`config.mk`:
```
export PLATFORM = sky130hd
export DESIGN_NAME = fp_mult_pipe
export DESIGN_NICKNAME = d
export VERILOG_FILES = /design/src/rtl/fp_pkg.sv /design/src/rtl/fp_mult_round.sv /design/src/rtl/fp_mult_pipe.sv
export SDC_FILE = /design/constraint.sdc
export NUM_CORES = 2
export LEC_CHECK = 0
export ABC_AREA = 0
export CAP_MARGIN = 20
export CORE_AREA = 2 2 253 317
export CTS_CLUSTER_SIZE = 28
export DETAILED_ROUTE_END_ITERATION = 16
export DIE_AREA = 0 0 255 319
export GPL_TIMING_DRIVEN = 0
export SKIP_LAST_GASP = 1
export SYNTH_ARGS = -nofsm -noshare
export SYNTH_HDL_FRONTEND = slang
export SYNTH_SLANG_ARGS = --single-unit
```
`constraint.sdc`:
```
create_clock -name clk -period 7.9 [get_ports clk]
set_input_delay 1.185 -clock clk [delete_from_list [all_inputs] [get_ports clk]]
set_output_delay 1.185 -clock clk [all_outputs]
set_load 0.1 [all_outputs]
```
`src/rtl/fp_pkg.sv`:
```
// rtl/fp_pkg.sv - shared floating-point flag/class types and constant helpers
package fp_pkg;

    localparam int FP_MAX_W = 128;

    typedef struct packed {
        logic invalid;
        logic overflow;
        logic underflow;
    } fp_flags_t;

    typedef enum logic [1:0] {
        CLS_NORM,
        CLS_ZERO,
        CLS_INF,
        CLS_NAN
    } fp_cls_t;

    function automatic int fp_bias(input int exp_w);
        return (1 << (exp_w - 1)) - 1;
    endfunction

    // Positive infinity pattern, right-aligned in a FP_MAX_W word
    function automatic logic [FP_MAX_W-1:0] fp_inf(input int exp_w, input int man_w);
        return ((FP_MAX_W'(1) << exp_w) - FP_MAX_W'(1)) << man_w;
    endfunction

    function automatic logic [FP_MAX_W-1:0] fp_nan(input int exp_w, input int man_w);
        return fp_inf(exp_w, man_w) | (FP_MAX_W'(1) << (man_w - 1));
    endfunction

endpackage

```
`src/rtl/fp_mult_round.sv`:
```
// rtl/fp_mult_round.sv - S3 normalize/round/pack/flag; FP_MULT_RNE_EN selects RNE, else truncate
module fp_mult_round
    import fp_pkg::*;
#(
    parameter int EXP_W = 8,
    parameter int MAN_W = 23
) (
    input  logic                       i_sign,
    input  fp_cls_t                    i_cls,
    input  logic signed [EXP_W+1:0]    i_exp,
    input  logic [2*MAN_W+1:0]         i_prod,
    output logic [EXP_W+MAN_W:0]       o_p,
    output fp_flags_t                  o_flags
);

    localparam int XW = EXP_W + 2;
    localparam int W  = 1 + EXP_W + MAN_W;
    localparam logic [FP_MAX_W-1:0] L_NAN_FULL = fp_nan(EXP_W, MAN_W);
    localparam logic [FP_MAX_W-1:0] L_INF_FULL = fp_inf(EXP_W, MAN_W);
    localparam logic [W-1:0]        L_NAN      = L_NAN_FULL[W-1:0];
    localparam logic [W-2:0]        L_INF_MAG  = L_INF_FULL[W-2:0];
    localparam logic signed [XW-1:0] L_EMAX    = XW'((1 << EXP_W) - 1);
    localparam logic signed [XW-1:0] L_EMIN    = XW'(1);
`ifdef FP_MULT_RNE_EN
    localparam logic L_RNE = 1'b1;
`else
    localparam logic L_RNE = 1'b0;
`endif

    logic                  w_msb;
    logic                  w_guard;
    logic                  w_sticky;
    logic                  w_up;
    logic                  w_carry;
    logic [MAN_W-1:0]      w_frac;
    logic [MAN_W:0]        w_rnd;
    logic signed [XW-1:0]  w_exp_n;
    logic signed [XW-1:0]  w_exp_f;

    // Product of two [1,2) significands lies in [1,4); MSB set means shift right by one
    assign w_msb    = i_prod[2*MAN_W+1];
    assign w_frac   = w_msb ? i_prod[2*MAN_W:MAN_W+1] : i_prod[2*MAN_W-1:MAN_W];
    assign w_guard  = w_msb ? i_prod[MAN_W] : i_prod[MAN_W-1];
    assign w_sticky = w_msb ? |i_prod[MAN_W-1:0] : |i_prod[MAN_W-2:0];

    assign w_up    = L_RNE & w_guard & (w_sticky | w_frac[0]);
    assign w_rnd   = {1'b0, w_frac} + {{MAN_W{1'b0}}, w_up};
    assign w_carry = w_rnd[MAN_W];
    assign w_exp_n = i_exp + {{(XW-1){1'b0}}, w_msb};
    assign w_exp_f = w_exp_n + {{(XW-1){1'b0}}, w_carry};

    always_comb begin
        o_p     = '0;
        o_flags = '0;
        case (i_cls)
            CLS_NAN: begin
                o_p             = L_NAN;
                o_flags.invalid = 1'b1;
            end
            CLS_INF:  o_p = {i_sign, L_INF_MAG};
            CLS_ZERO: o_p = {i_sign, {(W-1){1'b0}}};
            default: begin
                if (w_exp_f >= L_EMAX) begin
                    o_p              = {i_sign, L_INF_MAG};
                    o_flags.overflow = 1'b1;
                end else if (w_exp_f < L_EMIN) begin
                    o_p               = {i_sign, {(W-1){1'b0}}};
                    o_flags.underflow = 1'b1;
                end else begin
                    o_p = {i_sign, w_exp_f[EXP_W-1:0], w_rnd[MAN_W-1:0]};
                end
            end
        endcase
    end

endmodule

```
`src/rtl/fp_mult_pipe.sv`:
```
// rtl/fp_mult_pipe.sv - 3-stage pipelined FP multiplier with global-advance handshake; FP_MULT_RNE_EN selects RNE
module fp_mult_pipe
    import fp_pkg::*;
#(
    parameter int EXP_W = 8,
    parameter int MAN_W = 23,
    parameter int TAG_W = 4
) (
    input  logic                   clk,
    input  logic                   rst_n,
    input  logic                   in_valid,
    output logic                   in_ready,
    input  logic [EXP_W+MAN_W:0]   in_a,
    input  logic [EXP_W+MAN_W:0]   in_b,
    input  logic [TAG_W-1:0]       in_tag,
    output logic                   out_valid,
    input  logic                   out_ready,
    output logic [EXP_W+MAN_W:0]   out_p,
    output logic [TAG_W-1:0]       out_tag,
    output logic [2:0]             out_flags
);

    localparam int W    = 1 + EXP_W + MAN_W;
    localparam int BIAS = fp_bias(EXP_W);
    localparam int XW   = EXP_W + 2;
    localparam int PW   = 2 * MAN_W + 2;
    localparam logic [XW-1:0] L_BIAS_X = XW'(BIAS);

    logic [EXP_W-1:0] w_ea, w_eb;
    logic [MAN_W-1:0] w_fa, w_fb;
    logic             w_nan_a, w_nan_b, w_inf_a, w_inf_b, w_zero_a, w_zero_b;
    fp_cls_t          w_cls;
    logic [XW-1:0]    w_exp_sum;
    logic             w_adv;
    logic [PW-1:0]    w_prod;
    logic [W-1:0]     w_p;
    fp_flags_t        w_flags;

    logic                  r1_valid, r1_sign;
    fp_cls_t               r1_cls;
    logic signed [XW-1:0]  r1_exp;
    logic [MAN_W:0]        r1_sig_a, r1_sig_b;
    logic [TAG_W-1:0]      r1_tag;

    logic                  r2_valid, r2_sign;
    fp_cls_t               r2_cls;
    logic signed [XW-1:0]  r2_exp;
    logic [PW-1:0]         r2_prod;
    logic [TAG_W-1:0]      r2_tag;

    logic                  r3_valid;
    logic [W-1:0]          r3_p;
    fp_flags_t             r3_flags;
    logic [TAG_W-1:0]      r3_tag;

    assign w_ea = in_a[W-2:MAN_W];
    assign w_eb = in_b[W-2:MAN_W];
    assign w_fa = in_a[MAN_W-1:0];
    assign w_fb = in_b[MAN_W-1:0];

    // Zero exponent covers subnormals too: they are flushed to signed zero
    assign w_nan_a  = (&w_ea) & (|w_fa);
    assign w_nan_b  = (&w_eb) & (|w_fb);
    assign w_inf_a  = (&w_ea) & ~(|w_fa);
    assign w_inf_b  = (&w_eb) & ~(|w_fb);
    assign w_zero_a = ~(|w_ea);
    assign w_zero_b = ~(|w_eb);

    always_comb begin
        if (w_nan_a | w_nan_b | (w_inf_a & w_zero_b) | (w_zero_a & w_inf_b))
            w_cls = CLS_NAN;
        else if (w_inf_a | w_inf_b)
            w_cls = CLS_INF;
        else if (w_zero_a | w_zero_b)
            w_cls = CLS_ZERO;
        else
            w_cls = CLS_NORM;
    end

    assign w_exp_sum = {2'b00, w_ea} + {2'b00, w_eb} - L_BIAS_X;
    assign w_prod    = PW'(r1_sig_a) * PW'(r1_sig_b);

    // Every stage moves together unless a finished result is stuck at the output
    assign w_adv    = !r3_valid || out_ready;
    assign in_ready = w_adv;

    fp_mult_round #(
        .EXP_W (EXP_W),
        .MAN_W (MAN_W)
    ) u_round (
        .i_sign  (r2_sign),
        .i_cls   (r2_cls),
        .i_exp   (r2_exp),
        .i_prod  (r2_prod),
        .o_p     (w_p),
        .o_flags (w_flags)
    );

    always_ff @(posedge clk or negedge rst_n) begin
        if (!rst_n) begin
            r1_valid <= 1'b0;
            r1_sign  <= 1'b0;
            r1_cls   <= CLS_NORM;
            r1_exp   <= '0;
            r1_sig_a <= '0;
            r1_sig_b <= '0;
            r1_tag   <= '0;
            r2_valid <= 1'b0;
            r2_sign  <= 1'b0;
            r2_cls   <= CLS_NORM;
            r2_exp   <= '0;
            r2_prod  <= '0;
            r2_tag   <= '0;
            r3_valid <= 1'b0;
            r3_p     <= '0;
            r3_flags <= '0;
            r3_tag   <= '0;
        end else if (w_adv) begin
            r1_valid <= in_valid;
            r1_sign  <= in_a[W-1] ^ in_b[W-1];
            r1_cls   <= w_cls;
            r1_exp   <= w_exp_sum;
            r1_sig_a <= {1'b1, w_fa};
            r1_sig_b <= {1'b1, w_fb};
            r1_tag   <= in_tag;
            r2_valid <= r1_valid;
            r2_sign  <= r1_sign;
            r2_cls   <= r1_cls;
            r2_exp   <= r1_exp;
            r2_prod  <= w_prod;
            r2_tag   <= r1_tag;
            r3_valid <= r2_valid;
            r3_p     <= w_p;
            r3_flags <= w_flags;
            r3_tag   <= r2_tag;
        end
    end

    assign out_valid = r3_valid;
    assign out_p     = r3_p;
    assign out_tag   = r3_tag;
    assign out_flags = r3_flags;

endmodule

```
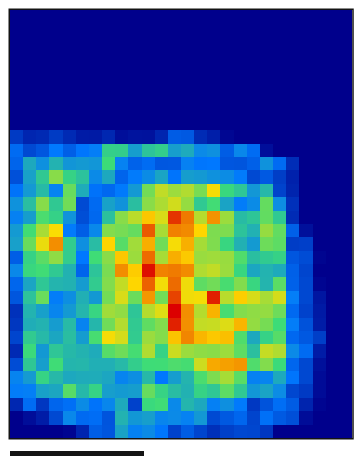
Figure 1: wire density map.
Bar = 100 um. The die is cut into 26 by 32 equal tiles; dark blue is low, red is high, scaled to the fullest tile. Values are wire area over tile area, all layers added.
emptiest ninth of the die	top right
fullest tile	0.62
tiles over half the peak	21%
nearly empty tiles	38%
mean over tiles	0.16

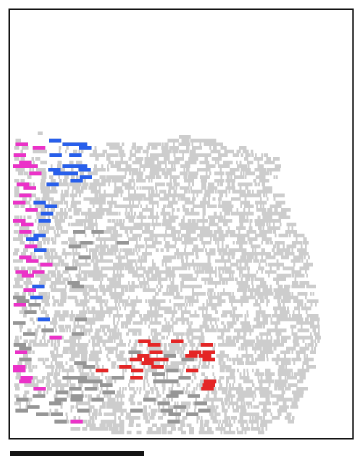
Figure 2: where the registers sit.
Bar = 100 um. Other sequential cells in the stronger gray, the rest of the logic in the fainter gray.
color	netlist name	flops
red	r1_sig_a	24
blue	r2_prod	25
magenta	out_p	32
not colored	67

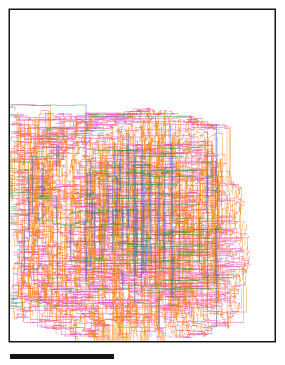
Figure 3: wiring by layer.
Bar = 100 um.
color	layer	wire length
green	metal 3	4,510 um
blue	metal 4	4,410 um
orange	metal 2	38.2 mm
magenta	metal 1	30.9 mm

==> notes.md <==
Implementation results are summarized by area below.

CTS
The clock transition at the registers of the reported paths is ~80 ps. As reported, the later end of the worst-skew pair has a clock insertion delay of 450 ps. The number of sinks on the clock net is 148.

Layout
The logic area is around 19,000 um2. The design has 148 sequential cells. For this run, the script counts the antenna cells in the layout as 2.

The finished layout holds 3,984 standard cells, fillers aside. Registers take 3710 um2. The final cell utilization of the core is 35.75%.

Die
The core footprint is ~78,000 um2. The floorplan die area is a little over 80,000 um2. The die is around 320 um tall.

Status
The flow ran to the end, and the final reports show no timing, DRC or antenna violations.

Routing
The met1 wire length is 30,920 um. The detailed router reports a met2 wire length of 38,170 um. The met3 wire length is 4510 um. The count of nets left with antenna violations after detail routing is 0.

The post-route DRC violation count is 0. The detailed router used layers up to and including met4. The average via count per standard cell is 4.844.

Global route
The first global-routing pass estimated about 120,000 um of wire. met2 track demand over resource after global routing is 34.32%.

Critical path
The most frequent cell on the critical path is sky130_fd_sc_hd__fa_1. Walking the critical path from launch to capture passes 25 cell instances. The worst setup path is launched from a flop. The family of cells with the greatest summed delay on the critical path is adder cells. The launch point of the worst reg-to-reg path is r1_sig_a[19].

The endpoint identified for the worst register-to-register timing path is r2_prod[47].

Logic synthesis
The area fraction in full adders, half adders and majority gates is 48.22%. Yosys mapped the design onto 59 distinct sky130hd cell types. The post-synth net total is 3,526. Of the total synthesized cell area, the portion taken by AND, OR, NAND and NOR gates is 19.15%.

Synthesis handed over a netlist of 2,785 instances. In this run the cell area of the synthesized design comes to around 25,000 um2. The fraction of synthesized cell area taken by the top area cell type is 38.81%. The synthesized-area fraction occupied by ao, oa, aoi and oai cells is 4.685%. For reference, the top cells by area after synthesis are sky130_fd_sc_hd__fa_1 (39%), sky130_fd_sc_hd__dfrtp_1 (15%), sky130_fd_sc_hd__ha_1 (9.4%), sky130_fd_sc_hd__nand2_1 (8.6%), sky130_fd_sc_hd__inv_1 (8.4%). The yosys synthesis chip area is 24,860 um2. The synthesis report names the predominant flop master as sky130_fd_sc_hd__dfrtp_1.

The cell-mix breakdown from Yosys lists the XOR/XNOR area share as roughly 1.3%.

Final timing
The total negative slack is 0 ps. Setup repair after global routing could not meet its margin everywhere. In the post-route analysis, the smallest setup slack over all paths is 144.8 ps. The shortest period the worst path allows is 7755 ps.

Place
The post-placement cell count is 3,952.

Hold path
The hold path startpoint is out_tag[2]. The number of cells on the worst hold path is 2. In this run the worst hold path is classified as reg -> reg.
